===== src/rtl/mc_ctrl_pkg.sv =====
// Shared MIPS control definitions: opcode/funct codes, extender/ALU/mux select encodings,
// controller state encoding and the decoded instruction-class record.
package mips_defs;

  localparam logic [5:0] OP_RTYPE = 6'h00;
  localparam logic [5:0] OP_J     = 6'h02;
  localparam logic [5:0] OP_JAL   = 6'h03;
  localparam logic [5:0] OP_BEQ   = 6'h04;
  localparam logic [5:0] OP_ORI   = 6'h0D;
  localparam logic [5:0] OP_LUI   = 6'h0F;
  localparam logic [5:0] OP_LW    = 6'h23;
  localparam logic [5:0] OP_SW    = 6'h2B;

  localparam logic [5:0] FN_SLL   = 6'h00;
  localparam logic [5:0] FN_JR    = 6'h08;
  localparam logic [5:0] FN_ADDU  = 6'h21;
  localparam logic [5:0] FN_SUBU  = 6'h23;

  // Extender modes; 2'b11 is reserved and never produced.
  localparam logic [1:0] EOP_SIGN = 2'b00;
  localparam logic [1:0] EOP_ZERO = 2'b01;
  localparam logic [1:0] EOP_LUI  = 2'b10;

  localparam logic [1:0] NPC_SEQ  = 2'b00;
  localparam logic [1:0] NPC_BR   = 2'b01;
  localparam logic [1:0] NPC_JUMP = 2'b10;
  localparam logic [1:0] NPC_JR   = 2'b11;

  localparam logic [1:0] ALU_ADD  = 2'b00;
  localparam logic [1:0] ALU_SUB  = 2'b01;
  localparam logic [1:0] ALU_OR   = 2'b10;

  localparam logic [1:0] DST_RT   = 2'b00;
  localparam logic [1:0] DST_RD   = 2'b01;
  localparam logic [1:0] DST_RA   = 2'b10;

  localparam logic [1:0] WD_ALU   = 2'b00;
  localparam logic [1:0] WD_MEM   = 2'b01;
  localparam logic [1:0] WD_PC    = 2'b10;

  typedef enum logic [2:0] {
    S_RST   = 3'd0,
    S_FETCH = 3'd1,
    S_DEC   = 3'd2,
    S_EXE   = 3'd3,
    S_MEM   = 3'd4,
    S_WB    = 3'd5
  } state_t;

  typedef struct packed {
    logic rtype_add;
    logic rtype_sub;
    logic ori;
    logic lui;
    logic lw;
    logic sw;
    logic beq;
    logic j;
    logic jal;
    logic jr;
    logic illegal;
  } iclass_t;

  typedef struct packed {
    logic       pc_we;
    logic [1:0] npc_sel;
    logic       ir_we;
    logic [1:0] eop;
    logic [1:0] alu_op;
    logic       alu_bsel;
    logic       reg_we;
    logic [1:0] reg_dst;
    logic [1:0] wd_sel;
    logic       mem_req;
    logic       mem_we;
    logic       illegal;
    logic       mem_err;
  } ctl_t;

endpackage


===== src/rtl/mc_ctrl_decode.sv =====
// Combinational op/funct decoder producing a one-hot instruction class.
module mc_decode
  import mips_defs::*;
(
  input  logic [5:0] i_op,
  input  logic [5:0] i_funct,
  output iclass_t    o_cls
);

  always_comb begin
    o_cls = '0;
    case (i_op)
      OP_RTYPE: begin
        // funct 0 (sll $0 / nop) flows through the add path; rd=$0 makes it harmless.
        case (i_funct)
          FN_SLL,
          FN_ADDU: o_cls.rtype_add = 1'b1;
          FN_SUBU: o_cls.rtype_sub = 1'b1;
          FN_JR:   o_cls.jr        = 1'b1;
          default: o_cls.illegal   = 1'b1;
        endcase
      end
      OP_ORI:  o_cls.ori     = 1'b1;
      OP_LUI:  o_cls.lui     = 1'b1;
      OP_LW:   o_cls.lw      = 1'b1;
      OP_SW:   o_cls.sw      = 1'b1;
      OP_BEQ:  o_cls.beq     = 1'b1;
      OP_J:    o_cls.j       = 1'b1;
      OP_JAL:  o_cls.jal     = 1'b1;
      default: o_cls.illegal = 1'b1;
    endcase
  end

endmodule


===== src/rtl/mc_ctrl.sv =====
// Multi-cycle MIPS control FSM: sequences the datapath, runs the bounded data-memory
// handshake and counts retired instructions.
module mc_ctrl
  import mips_defs::*;
#(
  parameter int CNT_W    = 32,
  parameter int WAIT_MAX = 15
) (
  input  logic             clk,
  input  logic             rst_n,
  input  logic [5:0]       op,
  input  logic [5:0]       funct,
  input  logic             zero,
  input  logic             mem_ack,
  output logic             pc_we,
  output logic [1:0]       npc_sel,
  output logic             ir_we,
  output logic [1:0]       eop,
  output logic [1:0]       alu_op,
  output logic             alu_bsel,
  output logic             reg_we,
  output logic [1:0]       reg_dst,
  output logic [1:0]       wd_sel,
  output logic             mem_req,
  output logic             mem_we,
  output logic             illegal,
  output logic             mem_err,
  output logic [CNT_W-1:0] retired,
  output logic [2:0]       dbg_state
);

  localparam logic [7:0] WAIT_LIM = 8'(WAIT_MAX);

  state_t           r_state;
  state_t           w_next;
  iclass_t          w_cls;
  ctl_t             w_ctl;
  logic [7:0]       r_wait;
  logic [CNT_W-1:0] r_retired;
  logic             w_retire;
  logic             w_timeout;

  mc_decode u_decode (
    .i_op    (op),
    .i_funct (funct),
    .o_cls   (w_cls)
  );

  // Memory handshake: mem_req (with mem_we) is raised in S_MEM and held stable until
  // mem_ack is sampled high on a rising edge, or until WAIT_MAX ack-less cycles elapse.
  assign w_timeout = (r_state == S_MEM) && !mem_ack && (r_wait == WAIT_LIM - 8'd1);

  always_ff @(posedge clk or negedge rst_n) begin
    if (!rst_n) begin
      r_state <= S_RST;
    end else begin
      r_state <= w_next;
    end
  end

  always_comb begin
    w_ctl    = '0;
    w_next   = r_state;
    w_retire = 1'b0;
    case (r_state)
      S_RST: begin
        w_next = S_FETCH;
      end
      S_FETCH: begin
        w_ctl.ir_we   = 1'b1;
        w_ctl.pc_we   = 1'b1;
        w_ctl.npc_sel = NPC_SEQ;
        w_next        = S_DEC;
      end
      S_DEC: begin
        if (w_cls.illegal) begin
          w_ctl.illegal = 1'b1;
          w_next        = S_FETCH;
        end else if (w_cls.j || w_cls.jal) begin
          w_ctl.pc_we   = 1'b1;
          w_ctl.npc_sel = NPC_JUMP;
          if (w_cls.jal) begin
            // PC already holds pc+4 after fetch, which is the link value.
            w_ctl.reg_we  = 1'b1;
            w_ctl.reg_dst = DST_RA;
            w_ctl.wd_sel  = WD_PC;
          end
          w_retire = 1'b1;
          w_next   = S_FETCH;
        end else if (w_cls.jr) begin
          w_ctl.pc_we   = 1'b1;
          w_ctl.npc_sel = NPC_JR;
          w_retire      = 1'b1;
          w_next        = S_FETCH;
        end else begin
          w_next = S_EXE;
        end
      end
      S_EXE: begin
        w_next = S_WB;
        if (w_cls.ori) begin
          w_ctl.eop      = EOP_ZERO;
          w_ctl.alu_op   = ALU_OR;
          w_ctl.alu_bsel = 1'b1;
        end else if (w_cls.lui) begin
          w_ctl.eop      = EOP_LUI;
          w_ctl.alu_op   = ALU_ADD;
          w_ctl.alu_bsel = 1'b1;
        end else if (w_cls.lw || w_cls.sw) begin
          w_ctl.eop      = EOP_SIGN;
          w_ctl.alu_op   = ALU_ADD;
          w_ctl.alu_bsel = 1'b1;
          w_next         = S_MEM;
        end else if (w_cls.beq) begin
          w_ctl.eop     = EOP_SIGN;
          w_ctl.alu_op  = ALU_SUB;
          w_ctl.pc_we   = zero;
          w_ctl.npc_sel = NPC_BR;
          w_retire      = 1'b1;
          w_next        = S_FETCH;
        end else if (w_cls.rtype_sub) begin
          w_ctl.alu_op = ALU_SUB;
        end else if (w_cls.rtype_add) begin
          w_ctl.alu_op = ALU_ADD;
        end
      end
      S_MEM: begin
        w_ctl.mem_req = 1'b1;
        w_ctl.mem_we  = w_cls.sw;
        if (mem_ack) begin
          w_retire = w_cls.sw;
          w_next   = w_cls.sw ? S_FETCH : S_WB;
        end else if (w_timeout) begin
          w_ctl.mem_err = 1'b1;
          w_next        = S_FETCH;
        end
      end
      S_WB: begin
        w_ctl.reg_we = 1'b1;
        if (w_cls.rtype_add || w_cls.rtype_sub) begin
          w_ctl.reg_dst = DST_RD;
          w_ctl.wd_sel  = WD_ALU;
        end else if (w_cls.lw) begin
          w_ctl.reg_dst = DST_RT;
          w_ctl.wd_sel  = WD_MEM;
        end else begin
          w_ctl.reg_dst = DST_RT;
          w_ctl.wd_sel  = WD_ALU;
        end
        w_retire = 1'b1;
        w_next   = S_FETCH;
      end
      default: begin
        w_next = S_RST;
      end
    endcase
  end

  // Counts consecutive ack-less S_MEM cycles; cleared everywhere else.
  always_ff @(posedge clk or negedge rst_n) begin
    if (!rst_n) begin
      r_wait <= '0;
    end else if ((r_state == S_MEM) && !mem_ack && !w_timeout) begin
      r_wait <= r_wait + 8'd1;
    end else begin
      r_wait <= '0;
    end
  end

  always_ff @(posedge clk or negedge rst_n) begin
    if (!rst_n) begin
      r_retired <= '0;
    end else if (w_retire) begin
      r_retired <= r_retired + CNT_W'(1);
    end
  end

  assign pc_we     = w_ctl.pc_we;
  assign npc_sel   = w_ctl.npc_sel;
  assign ir_we     = w_ctl.ir_we;
  assign eop       = w_ctl.eop;
  assign alu_op    = w_ctl.alu_op;
  assign alu_bsel  = w_ctl.alu_bsel;
  assign reg_we    = w_ctl.reg_we;
  assign reg_dst   = w_ctl.reg_dst;
  assign wd_sel    = w_ctl.wd_sel;
  assign mem_req   = w_ctl.mem_req;
  assign mem_we    = w_ctl.mem_we;
  assign illegal   = w_ctl.illegal;
  assign mem_err   = w_ctl.mem_err;
  assign retired   = r_retired;
  assign dbg_state = r_state;

endmodule

===== config.mk =====
export PLATFORM = sky130hd
export DESIGN_NAME = mc_ctrl
export DESIGN_NICKNAME = d
export VERILOG_FILES = /design/src/rtl/mc_ctrl_pkg.sv /design/src/rtl/mc_ctrl_decode.sv /design/src/rtl/mc_ctrl.sv
export SDC_FILE = /design/constraint.sdc
export NUM_CORES = 1
export LEC_CHECK = 0
export ABC_AREA = 1
export CORE_UTILIZATION = 51
export CTS_CLUSTER_DIAMETER = 150
export DETAILED_ROUTE_END_ITERATION = 8
export GPL_TIMING_DRIVEN = 0
export HOLD_SLACK_MARGIN = 0.12
export PLACE_DENSITY = 0.81
export REMOVE_ABC_BUFFERS = 1
export SLEW_MARGIN = 0
export SYNTH_ARGS = -nofsm -noshare
export SYNTH_HDL_FRONTEND = slang
export SYNTH_HIERARCHICAL = 1
export SYNTH_SLANG_ARGS = --single-unit
export TNS_END_PERCENT = 5

===== constraint.sdc =====
create_clock -name clk -period 2.2 [get_ports clk]
set_input_delay 0.44 -clock clk [delete_from_list [all_inputs] [get_ports clk]]
set_output_delay 0.44 -clock clk [all_outputs]
set_load 0.1 [all_outputs]

### Local utilization

Scale: 4 px per micron. 8 x 8 tiles, from dark blue (low) to red (high), 0 to 100% covered.
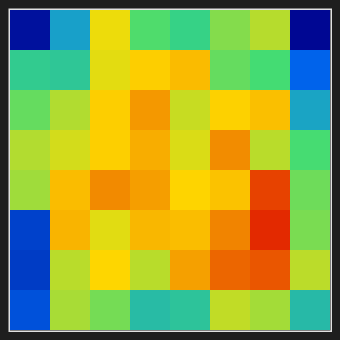
nearly empty tiles: 1.6%
fullest tile: 95%
densest ninth of the die: center
mean over tiles: 62%
tiles over 75% full: 38%
FP Core Util: 52.6%
Final Util: 69.3%

### Cell placement

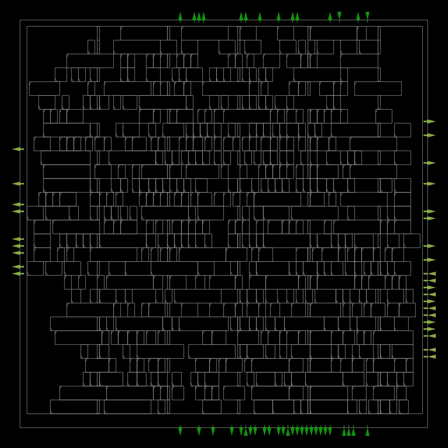
flop share of the area: 26.3%
Filler cells: 531

### Wires at chosen ports, followed through buffers

Scale: 3 px per micron.
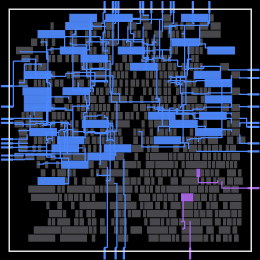
[purple] reg_dst | direction: output | edge: 1 right, 1 bottom | end cells: 2 | buffers: 2 | wire: 43.3 microns
[blue] retired | direction: output | edge: 12 top, 9 left, 8 right, 3 bottom | end cells: 32 | buffers: 32 | wire: 1,620 microns
I/O Pins: 69
buffers added on ports: 68

==> qor.yml <==
timing:
  final.min_clock_period_ns: 2.25
  post-route-worst-setup-slack_ns: -0.0491
  timing.final.setup_violations: 4
  setup_repair_after_global_routing_missed_its_margin: "true"
  min_period_over_period_pct: 102
  timing_max_transition_violations_final: 0
min_path:
  hold_end: "r_wait[0]$_DFF_PN0_"
  worst_hold_startpoint: "r_wait[0]$_DFF_PN0_"
synthesis:
  synthesis.instances: 496
  synth.comb.largest_family: "simple AND/OR/NAND/NOR gates"
  synth-seq-cells: 43
  postSynthSeqShare_pct: 34.6
  ys_sh_adder_pct: 1.21
  yosys.cell_types.count: 27
final_layout:
  syn2layout_area_growth_pct: 31.8
  layout_top_cells_excl_fill_tap: "nand2_1 (171), nor2_1 (78), inv_1 (62)"
  area.sequential_sq_um: 1080
  final_common_cell: "nand2_1"
  final_nets: 592
  bufAreaShareNonClock_pct: 17.3
power_and_ir_drop:
  pwr.group.sequential_mw: 1.05
  combPwrFrac_pct: 54.9
  power.static_leakage_nw: 2.01
  switch_pwr_mw: 1.95
outcome:
  status: "finished with violations"
  violations: "negative setup slack"
routing:
  drc: 0
  routedWlPerCell_microns: 13.2
setup_path:
  rr_endpoint: "retired[24]$_DFFE_PN0P_"
die:
  tapcell.inserted: 75
grt:
  number_of_antenna_violations_at_the_first_check_in_global_routing: 0
placement:
  globalplace.congestion: 0.915
[through the flow]
step / area [sq um] / cells / hold slack (ns) / util [%]
after global placement: 3820 / 632 / 0.472 / 64.5
after CTS: 4090 / 648 / 0.500 / 69.1
after detailed placement: 3830 / 633 / 0.413 / 64.7
after global routing: 4100 / 649 / 0.529 / 69.3
final: 4100 / 649 / 0.495 / 69.3
after floorplan: 3040 / 489 / 0.144 / -
[per-layer routing]
metal  part of all wire [%]  vias up  global-route usage (%)
li1                       -     1681                       -
met2                     49      145                    46.8
met5                      0        -                       0
met4                    2.0        0                    9.29
met1                     42     1550                    37.0
met3                    6.5       14                    4.32
[flip-flops by register name, indices dropped and copies added (netlist names)]
signal / cells
dbg_state: 3
r_wait: 8
retired: 32
